$ cat src/rtl/ifu_fetch_ctrl.sv
// Instruction fetch controller: owns the PC, fetches one word per instruction over a
// req/ack memory handshake and holds it until the datapath retires it.
module ifu_fetch_ctrl #(
  parameter logic [31:0] RESET_PC = 32'h0000_3000,
  parameter int unsigned IMM_W    = 16,
  parameter int unsigned TGT_W    = 26
) (
  input  logic        clk,
  input  logic        rst_n,
  output logic        imem_req,
  output logic [31:0] imem_addr,
  input  logic        imem_ack,
  input  logic [31:0] imem_rdata,
  output logic [31:0] instr,
  output logic        instr_valid,
  output logic [31:0] pc,
  output logic [31:0] pc_plus4,
  input  logic        retire,
  input  logic [1:0]  branch,
  input  logic        br_taken,
  input  logic [31:0] jr_addr,
  output logic        fault
);

  localparam int unsigned XLEN   = 32;
  localparam int unsigned SEXT_W = XLEN - IMM_W - 2;

  typedef enum logic [1:0] {
    S_FETCH = 2'd0,
    S_EXEC  = 2'd1,
    S_FAULT = 2'd2
  } state_t;

  state_t      state, state_d;
  logic [31:0] pc_d, instr_d, npc, br_off, jal_tgt;
  logic        valid_d, req_d, fault_d;

  assign pc_plus4  = pc + 32'd4;
  assign imem_addr = pc;

  // Next-PC candidates; addition wraps modulo 2^32.
  assign br_off  = {{SEXT_W{instr[IMM_W-1]}}, instr[IMM_W-1:0], 2'b00};
  assign jal_tgt = {pc_plus4[XLEN-1:TGT_W+2], instr[TGT_W-1:0], 2'b00};

  always_comb begin
    npc = pc_plus4;
    case (branch)
      2'd1:    npc = br_taken ? (pc_plus4 + br_off) : pc_plus4;
      2'd2:    npc = jal_tgt;
      2'd3:    npc = jr_addr;
      default: npc = pc_plus4;
    endcase
  end

  always_ff @(posedge clk or negedge rst_n) begin
    if (!rst_n) begin
      state       <= S_FETCH;
      pc          <= RESET_PC;
      instr       <= '0;
      instr_valid <= 1'b0;
      imem_req    <= 1'b0;
      fault       <= 1'b0;
    end else begin
      state       <= state_d;
      pc          <= pc_d;
      instr       <= instr_d;
      instr_valid <= valid_d;
      imem_req    <= req_d;
      fault       <= fault_d;
    end
  end

  // An ack only counts while our request is actually visible, so a stale ack after reset is dropped.
  always_comb begin
    state_d = state;
    pc_d    = pc;
    instr_d = instr;
    valid_d = instr_valid;
    req_d   = imem_req;
    fault_d = fault;
    case (state)
      S_FETCH: begin
        req_d = 1'b1;
        if (imem_req && imem_ack) begin
          instr_d = imem_rdata;
          valid_d = 1'b1;
          req_d   = 1'b0;
          state_d = S_EXEC;
        end
      end
      S_EXEC: begin
        req_d = 1'b0;
        if (retire) begin
          valid_d = 1'b0;
          if (npc[1:0] != 2'b00) begin
            fault_d = 1'b1;
            state_d = S_FAULT;
          end else begin
            pc_d    = npc;
            req_d   = 1'b1;
            state_d = S_FETCH;
          end
        end
      end
      S_FAULT: begin
        req_d = 1'b0;
      end
      default: begin
        req_d   = 1'b0;
        state_d = S_FAULT;
      end
    endcase
  end

endmodule

$ cat config.mk
export PLATFORM = sky130hd
export DESIGN_NAME = ifu_fetch_ctrl
export DESIGN_NICKNAME = d
export VERILOG_FILES = /design/src/rtl/ifu_fetch_ctrl.sv
export SDC_FILE = /design/constraint.sdc
export NUM_CORES = 1
export LEC_CHECK = 0
export CAP_MARGIN = 30
export CORE_UTILIZATION = 42
export CTS_CLUSTER_SIZE = 25
export DETAILED_ROUTE_END_ITERATION = 8
export PLACE_DENSITY = 0.71
export SYNTH_ARGS = -nofsm -noshare
export SYNTH_HDL_FRONTEND = slang
export SYNTH_SLANG_ARGS = --single-unit
$ cat constraint.sdc
create_clock -name clk -period 4.4 [get_ports clk]
set_clock_uncertainty 0.15 [all_clocks]
set_input_delay 0.88 -clock clk [delete_from_list [all_inputs] [get_ports clk]]
set_output_delay 0.88 -clock clk [all_outputs]
set_load 0.02 [all_outputs]
Run 1, supply network:
Drawn at 4 px/um. Pins as bars on the die edge. Tap cells in gray.
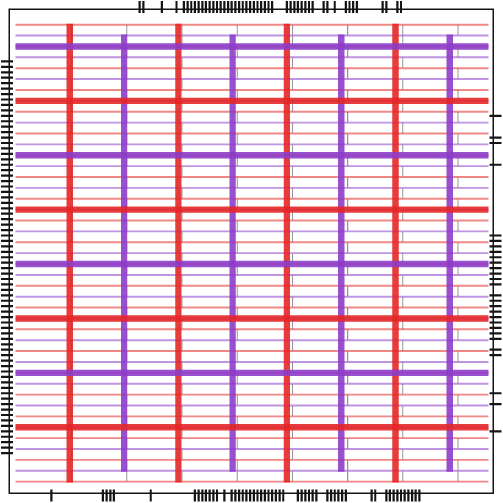
[purple] VDD
[red] VSS
met1 rails: 43
met4 straps: 8
vertical extent of the die: 121 um
die width: 121 um

Run 1, placement by cell class:
Drawn at 4 px/um. Fill, decap, tap and diode cells in gray.
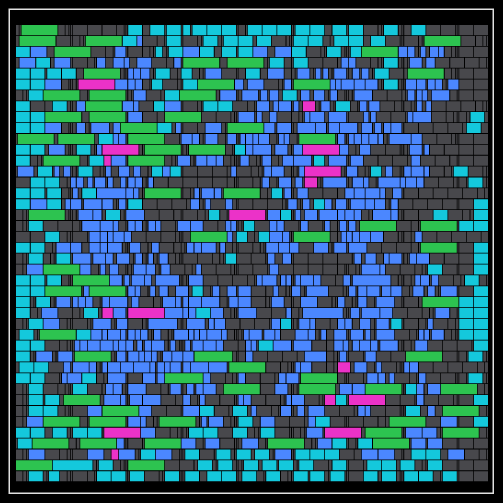
[green] sequential cells | cells: 69
[magenta] clock drivers and dummy loads | cells: 16
[cyan] remaining buffers and delay cells | cells: 224
[blue] remaining logic cells | cells: 543
utilization after layout: 0.613
final cell area excluding filler cells: 8270 um^2

==> reports/metrics.sh, run 1 <==
STATUS='complete, no violations'
AREA_LEADERS='dfrtp_1 (28%), mux2_2 (7.4%), ha_1 (7.2%), buf_4 (4.4%), nand2_1 (4.1%)'
FP-ROW-COUNT=42
GLOBALROUTEOVERFLOWTOTAL=0
SETUP-TNS-FINAL_NS=0
CTS_INSERTED_BUFFERS=9
MAX_FREQ_GHz=0.240
CTS_TREE='yes'
SYNTHESIS.AREA_UM2=5910
CRITICAL-PATH-TOP-CELL-BY-COUNT='nand4_1'
COREAREA_UM2=13500
START_KIND='flop'
SYNTH_REGISTER_BITS=69
COMBINATIONALPOWERSHARE=0.711
ASYNC_SET_RESET_FLOP_SHARE_OUT_OF_SYNTHESIS=1.00
WORST_SLEW_MARGIN_REL=0.380
CLOCK_SINK_COUNT=69
WORSTMARGINPINSLEW_NS=0.925
WORST_PATH_MAX_DELAY_CELL='clkdlybuf4s50_1'
HOLD_CLASS='input port to asynchronous set/reset pin'
SYNTHDOMINANTCELLAREASHARE=0.284
DIE_OUTLINE_AREA_UM2=14600
DETAILEDROUTE.FIRSTITERATIONVIOLATIONS=379
DETAILROUTE.VIA_COUNT=5946
PIN_COUNT=202
DETAIL_ROUTE.DRC_VIOLATIONS=0
POWER-PER-CELL-AREA_nW_PER_UM2=871
DRIVE_GT1_FRAC=0.124
Run 1, clock distribution:
Drawn at 3 px/um.
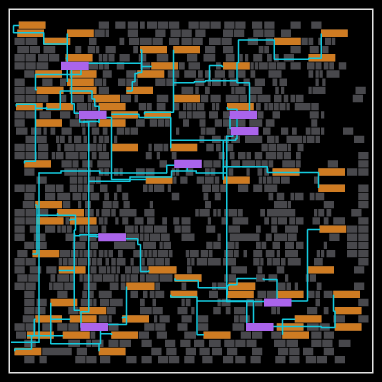
[purple] clock-net drivers | count: 9
[orange] flip-flops | count: 69
[cyan] clock wires | length: 1220 um
routed clock nets: 10
power share of the clock group: 0.097
clock distribution power: 701 uW

==> run 1: metrics by stage <==
step	setup slack (ns)	hold WS, ns
after detailed placement	0.188	0.333
after CTS	0.170	0.347
after floorplan	0.171	0.393
after global routing	-0.0191	0.167
after global placement	0.239	0.310
final	0.226	0.173
==> run 1: cells by family (layout without fill, tap and decap cells) <==
logic type | after synthesis | after routing | synth area share
adder cells (fa/ha/maj) | 35 | 35 | 0.0754
AND-OR/OR-AND | 190 | 190 | 0.218
buffers and inverters | 76 | 251 | 0.0709
flip-flops | 69 | 69 | 0.293
multiplexers | 61 | 61 | 0.112
XOR/XNOR | 46 | 46 | 0.0682
AND/OR/NAND/NOR | 200 | 200 | 0.163
==> run 1: metal layers <==
| layer | GRT usage | vias to the layer above | wire [um] |
|---|---|---|---|
| met2 | 0.456 | 237 | 9550 |
| met1 | 0.383 | 2871 | 8920 |
| met4 | 0.102 | 0 | 392 |
| li1 | - | 2810 | - |
| met3 | 0.0571 | 28 | 1380 |
| met5 | 0 | - | 0 |
==> run 1: power by group through the flow <==
stage / clock network (mW) / registers (mW) / logic, mW
5_1_grt: 0.739 / 1.44 / 5.51
2_1_floorplan: 0 / 1.63 / 2.98
3_3_place_gp: 0 / 1.37 / 5.01
6_report: 0.701 / 1.38 / 5.13
4_1_cts: 0.715 / 1.38 / 5.04
3_5_place_dp: 0 / 1.38 / 5.00
==> run 1: cell usage after synthesis, types with 22 or more instances <==
library cell	count
o21ai_0	41
nand3_1	23
mux2_2	39
nand2_1	65
buf_4	35
ha_1	34
nor2_1	46
mux2i_1	22
dfrtp_1	67
xnor2_1	24
xor2_1	22
clkbuf_1	23
a21oi_1	44
==> run 1: worst max-delay path, delay by kind of cell, from the launching register on <==
family / cells / cell delay [ns]
and+or+nand+nor: 4 / 1.35
buffers and inverters: 1 / 0.67
DFF: 1 / 0.47
xor gates and xnor gates: 1 / 0.31
==> run 1: path summary, 6_finish.rpt <==
path | from | endpoint | slack [ns] | cells after the start
max | imem_addr[8] | pc_plus4[29] | 0.23 | 6
min | rst_n | instr[5] | 0.17 | 1
max reg2reg | imem_addr[3] | imem_addr[29] | 0.23 | 14
min reg2reg | fault | fault | 0.34 | 1
max in group asynchronous | rst_n | instr[20] | 3.38 | 2
min in group clk | fault | fault | 0.34 | 1
==> run 1: layout make-up <==
cell class	instances	area, um^2
fill	1187	5230
multi-input combinational	532	3810
timing repair buffer	224	2190
sequential	69	1730
clock buffer	9	225
tap	176	220
clock inverter	7	51.3
inverter	11	41.3
==> run 1: cells in the final DEF, fill, tap and decap left out, drive strengths merged, types with 4 or more instances in the layout <==
cell type	n
a21oi	45
nand3b	5
xnor2	24
a211oi	17
mux2	39
inv	12
clkdlybuf4s50	198
buf	26
a31oi	9
o22ai	4
o211ai	4
nor2b	4
and2	4
and3	6
clkinv	4
a21o	17
ha	34
nand3	23
o21ai	49
or3	8
nand2	65
mux2i	22
nor2	46
o221ai	4
nor3b	4
nor3	16
clkbuf	9
nand4	8
a22oi	4
xor2	22
o21a	6
dfrtp	67
==> run 1: registers in the layout (all words and copies together) (netlist names) <==
name         flops
fault            1
instr_valid      1
state            2
imem_addr       32
instr           32
imem_req         1
Run 1, routing congestion map:
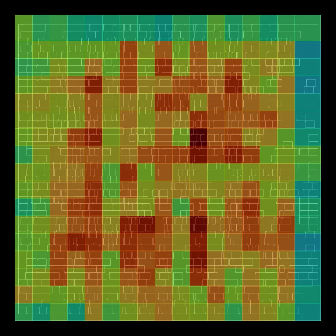

## Run 2: what changed since run 1
--- a/config.mk
+++ b/config.mk
@@ -5,7 +5,7 @@
 export SDC_FILE = /design/constraint.sdc
 export NUM_CORES = 1
 export LEC_CHECK = 0
-export CAP_MARGIN = 30
+export CAP_MARGIN = 5
 export CORE_UTILIZATION = 42
 export CTS_CLUSTER_SIZE = 25
 export DETAILED_ROUTE_END_ITERATION = 8
Run 2, routing congestion map:
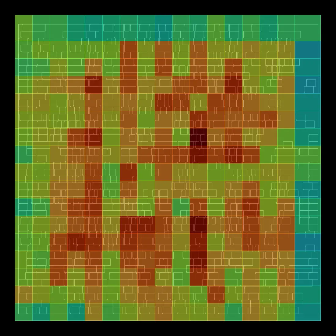
most crowded layer after global routing: met2
Tot GR Track Use: 0.286
global-route track usage on met1: 0.383
average detailed-routed wire length per instance: 19.6 um

==> reports/metrics.sh, run 2 <==
LAYOUT.FILLER_CELLS=1189
START_KIND='flop'
SYNTH_ADDER_AREA_SHARE=0.0754
WORST_SLEW_MARGIN_REL=0.379
SYNTHDOMINANTCELLAREASHARE=0.284
COMPOUND_AREA_FRAC=0.218
DIE_X_UM=121
STATUS='complete, no violations'
CTS_INSERTED_BUFFERS=9
CTS_TREE='yes'
YOSYS-DOMINANT-COMB-FAMILY='AND-OR/OR-AND gates'
FINAL_LAYOUT_TOP_LOGIC_CELL='clkdlybuf4s50_1'
MIN-DELAY-START='fault'
DETAILEDROUTE.FIRSTITERATIONVIOLATIONS=388
HOLD_SLACK_NS=0.341
FP-ROW-COUNT=42
LAYOUT_TOP_CELLS='clkdlybuf4s50_1 (198), dfrtp_1 (67), nand2_1 (65), nor2_1 (45), a21oi_1 (44)'
POWER-PER-CELL-AREA_nW_PER_UM2=872
COREAREA_UM2=13500
REGTOREGSTARTPOINT='imem_addr[3]'
CLOCK_SINK_COUNT=69
DETAIL_ROUTE.DRC_VIOLATIONS=0
R2R_END='imem_addr[29]'
FINAL.SETUP.WORST_SLACK_NS=0.213
FINALINSTANCEAREA_UM2=8250
DIE_OUTLINE_AREA_UM2=14600
DRIVE_GT1_FRAC=0.123
MAX_FREQ_GHz=0.239
STORAGE_CELL_AREA_UM2=1730
POST_SYNTH_AND_OR_NAND_NOR_AREA_FRACTION=0.163
FINAL-COMB-AREA_UM2=3810
PIN_COUNT=202
TOP_CELLS_BY_COUNT='dfrtp_1 (67), nand2_1 (65), nor2_1 (46), a21oi_1 (44), o21ai_0 (41)'
ASYNC_SET_RESET_FLOP_SHARE_OUT_OF_SYNTHESIS=1.00
HOLD_DEPTH=1
NETLIST.TOP_CELL.BY_INSTANCES='dfrtp_1'
WORST_PATH_MAX_DELAY_CELL='clkdlybuf4s50_1'
SYNTH_REGISTER_BITS=69
REGTOREGSETUPSLACK_NS=0.24
WORSTMARGINPINSLEW_NS=0.931
DETAILROUTE.VIA_COUNT=5944
[run 2: cell types whose count changed in the layout (fill, tap and decap cells not counted)]
| cell | delta |
|---|---|
| buf_16 | -1 |
[run 2: kinds of logic after synthesis]
logic type,count (synthesis)
AOI/OAI and AO/OA,190
muxes,61
xor gates and xnor gates,46
adders and majority gates,35
buffers and inverters,76
and+or+nand+nor,200
DFF,69
[run 2: cell type report]
| class | count | area share |
|---|---|---|
| Timing Repair Buffer | 223 | 0.262 |
| Clock inverter | 7 | 0.00622 |
| Tap cell | 176 | 0.0267 |
| Clock buffer | 9 | 0.0273 |
| Multi-Input combinational cell | 532 | 0.463 |
| Inverter | 11 | 0.00501 |
| Sequential cell | 69 | 0.210 |
[run 2: where the power goes]
part / switching, mW / internal [mW]
logic: 2.77 / 2.34
registers: 0.438 / 0.940
clock network: 0.318 / 0.383
[run 2: worst max-delay path by stage]
stage,from,endpoint,depth (start not counted)
finish,imem_addr[8],pc_plus4[29],6
global route,imem_addr[3],imem_addr[31],15
CTS,imem_addr[3],imem_addr[29],13
detailed placement,imem_addr[3],imem_addr[25],13
global placement,imem_addr[3],imem_addr[29],13
floorplan,imem_addr[2],imem_addr[25],15
[run 2: worst max-delay path: cells and delay by family (launching register included)]
| family | cells | cell delay [ns] |
|---|---|---|
| simple gates | 4 | 1.33 |
| xor+xnor | 1 | 0.32 |
| flops | 1 | 0.47 |
| buf+inv | 1 | 0.68 |
[run 2: routing by layer]
| layer | GRT usage | routed length, um | up-vias |
|---|---|---|---|
| li1 | - | - | 2810 |
| met1 | 0.383 | 8790 | 2871 |
| met2 | 0.456 | 9580 | 241 |
| met3 | 0.0571 | 1440 | 22 |
| met4 | 0.102 | 365 | 0 |
| met5 | 0 | 0 | - |
[run 2: what timing repair did]
| item | CTS | global route |
|---|---|---|
| hold endpoints to repair | 0 | 0 |
| endpoints found under the setup margin | 0 | 5 |
| resized | 0 | 7 |
[run 2: through the flow]
step                 util  setup TNS (ns)  cells
finish              0.611               0   1027
global route        0.611         -0.0191   1027
CTS                 0.608               0   1027
detailed placement  0.587               0   1011
global placement    0.587               0   1011
floorplan               -               0    677
Run 2, metal layers overlaid:
Drawn at 4 px/um.
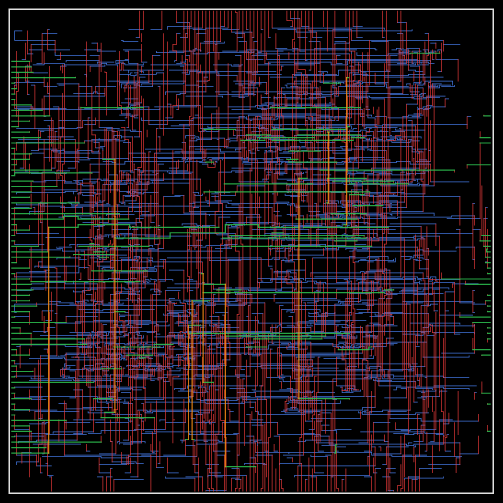

## Run 3: what changed since run 2
--- a/config.mk
+++ b/config.mk
@@ -9,6 +9,7 @@
 export CORE_UTILIZATION = 42
 export CTS_CLUSTER_SIZE = 25
 export DETAILED_ROUTE_END_ITERATION = 8
+export MAX_ROUTING_LAYER = met4
 export PLACE_DENSITY = 0.71
 export SYNTH_ARGS = -nofsm -noshare
 export SYNTH_HDL_FRONTEND = slang
Run 3, metal layers overlaid:
Drawn at 4 px/um.
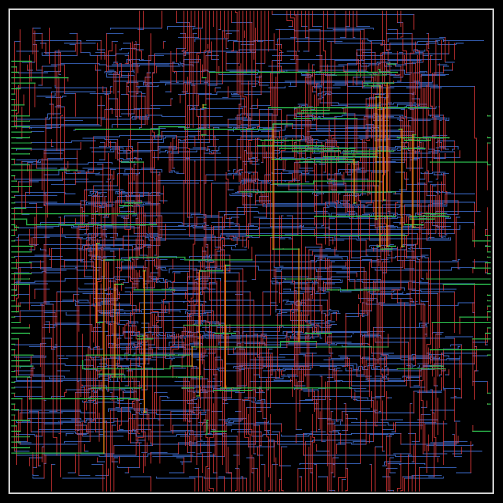
[blue] M1 | wire length: 8970 um
[orange] M4 | wire length: 439 um
[green] M3 | wire length: 1320 um
[red] M2 | wire length: 9810 um

==> reports/metrics.sh, run 3 <==
STATUS='complete, no violations'
FINAL-COMB-AREA_UM2=3790
R2R.WORST_PATH.CELLS=16
PIN_COUNT=202
CTS_INSERTED_BUFFERS=9
COREAREA_UM2=13500
WORSTMARGINPINSLEW_NS=0.950
TOP_CELLS_BY_COUNT='dfrtp_1 (67), nand2_1 (65), nor2_1 (46), a21oi_1 (44), o21ai_0 (41)'
DETAILROUTE.VIA_COUNT=5947
SYNTHESIS.AREA_UM2=5910
SYNTH_REGISTER_BITS=69
POST_LAYOUT_NONFILLER_INSTANCES=1029
AREA_LEADERS='dfrtp_1 (28%), mux2_2 (7.4%), ha_1 (7.2%), buf_4 (4.4%), nand2_1 (4.1%)'
FINAL_LAYOUT_TOP_LOGIC_CELL='clkdlybuf4s50_1'
LAYOUT_TOP_CELLS='clkdlybuf4s50_1 (198), dfrtp_1 (67), nand2_1 (65), nor2_1 (45), a21oi_1 (44)'
DRIVE_GT1_FRAC=0.123
SETUP-TNS-FINAL_NS=0
GR-USAGE-ALL-LAYERS=0.293
DETAILEDROUTE.FIRSTITERATIONVIOLATIONS=427
HOLD_CLASS='flop to flop'
run 3: cell count changes in the layout (fill, tap and decap cells not counted), sizes merged:
cell | previous run | this run
bufinv | 0 | 2
inv | 12 | 14
buf | 25 | 27
clkinvlp | 2 | 1
clkinv | 4 | 1
run 3: path summary, 6_finish.rpt:
| kind | startpoint | endpoint | slack, ns |
|---|---|---|---|
| worst max-delay path | imem_addr[8] | pc_plus4[31] | 0.16 |
| min in group asynchronous | rst_n | instr[7] | 0.53 |
| max in group asynchronous | rst_n | imem_addr[20] | 2.97 |
| worst min-delay path | fault | fault | 0.32 |
| worst max register to register | imem_addr[3] | imem_addr[31] | 0.27 |
| worst min register to register | fault | fault | 0.32 |
run 3: critical path, cell delays in order (launching register included):
cell	delay, ns
dfrtp_1	0.47
nand4_1	0.30
nor3_2	0.22
buf_4	0.19
nand4_1	0.29
nor3_2	0.45
xor2_1	0.25
clkdlybuf4s50_1	0.68
run 3: area by class of cell:
type	count	area share
inverter	11	0.00498
clock inverter	7	0.0127
sequential	69	0.209
multi-input combinational	532	0.457
clock buffer	9	0.0272
timing repair buffer	225	0.263
tap	176	0.0266
run 3: repair_timing:
| item | 4_1_cts | 5_1_grt |
|---|---|---|
| setup buffers | 0 | 1 |
| setup endpoints to repair | 0 | 6 |
| resized | 0 | 3 |
run 3: cell families (layout without fill, tap and decap cells):
family,count (synthesis),count (layout),synth area share
AND/OR/NAND/NOR,200,200,0.163
AND-OR/OR-AND,190,190,0.218
buffers and inverters,76,252,0.0709
flip-flops,69,69,0.293
multiplexers,61,61,0.112
XOR/XNOR,46,46,0.0682
adder cells (fa/ha/maj),35,35,0.0754
run 3: stage by stage:
stage / worst slack, ns / hold slack [ns] / instance area [um^2]
after CTS: 0.164 / 0.323 / 8270
final: 0.165 / 0.319 / 8290
after floorplan: 0.171 / 0.393 / 5910
after global routing: 0.0354 / 0.332 / 8290
after global placement: 0.284 / 0.308 / 7940
after detailed placement: 0.220 / 0.309 / 7940
run 3: per-layer routing:
metal  vias to the layer above  global-route usage  part of all wire
met4                         0              0.0872             0.021
li1                       2802                   -                 -
met5                         -                   -                 0
met2                       250               0.469              0.48
met3                        37              0.0571             0.064
met1                      2858               0.375              0.44
run 3: power breakdown:
group	leakage [nW]	internal [mW]	switching, mW
Sequential	0.840	0.939	0.447
Combinational	2.45	2.34	2.77
Clock	0.159	0.506	0.336
Power is estimated from default activity; no workload was simulated.
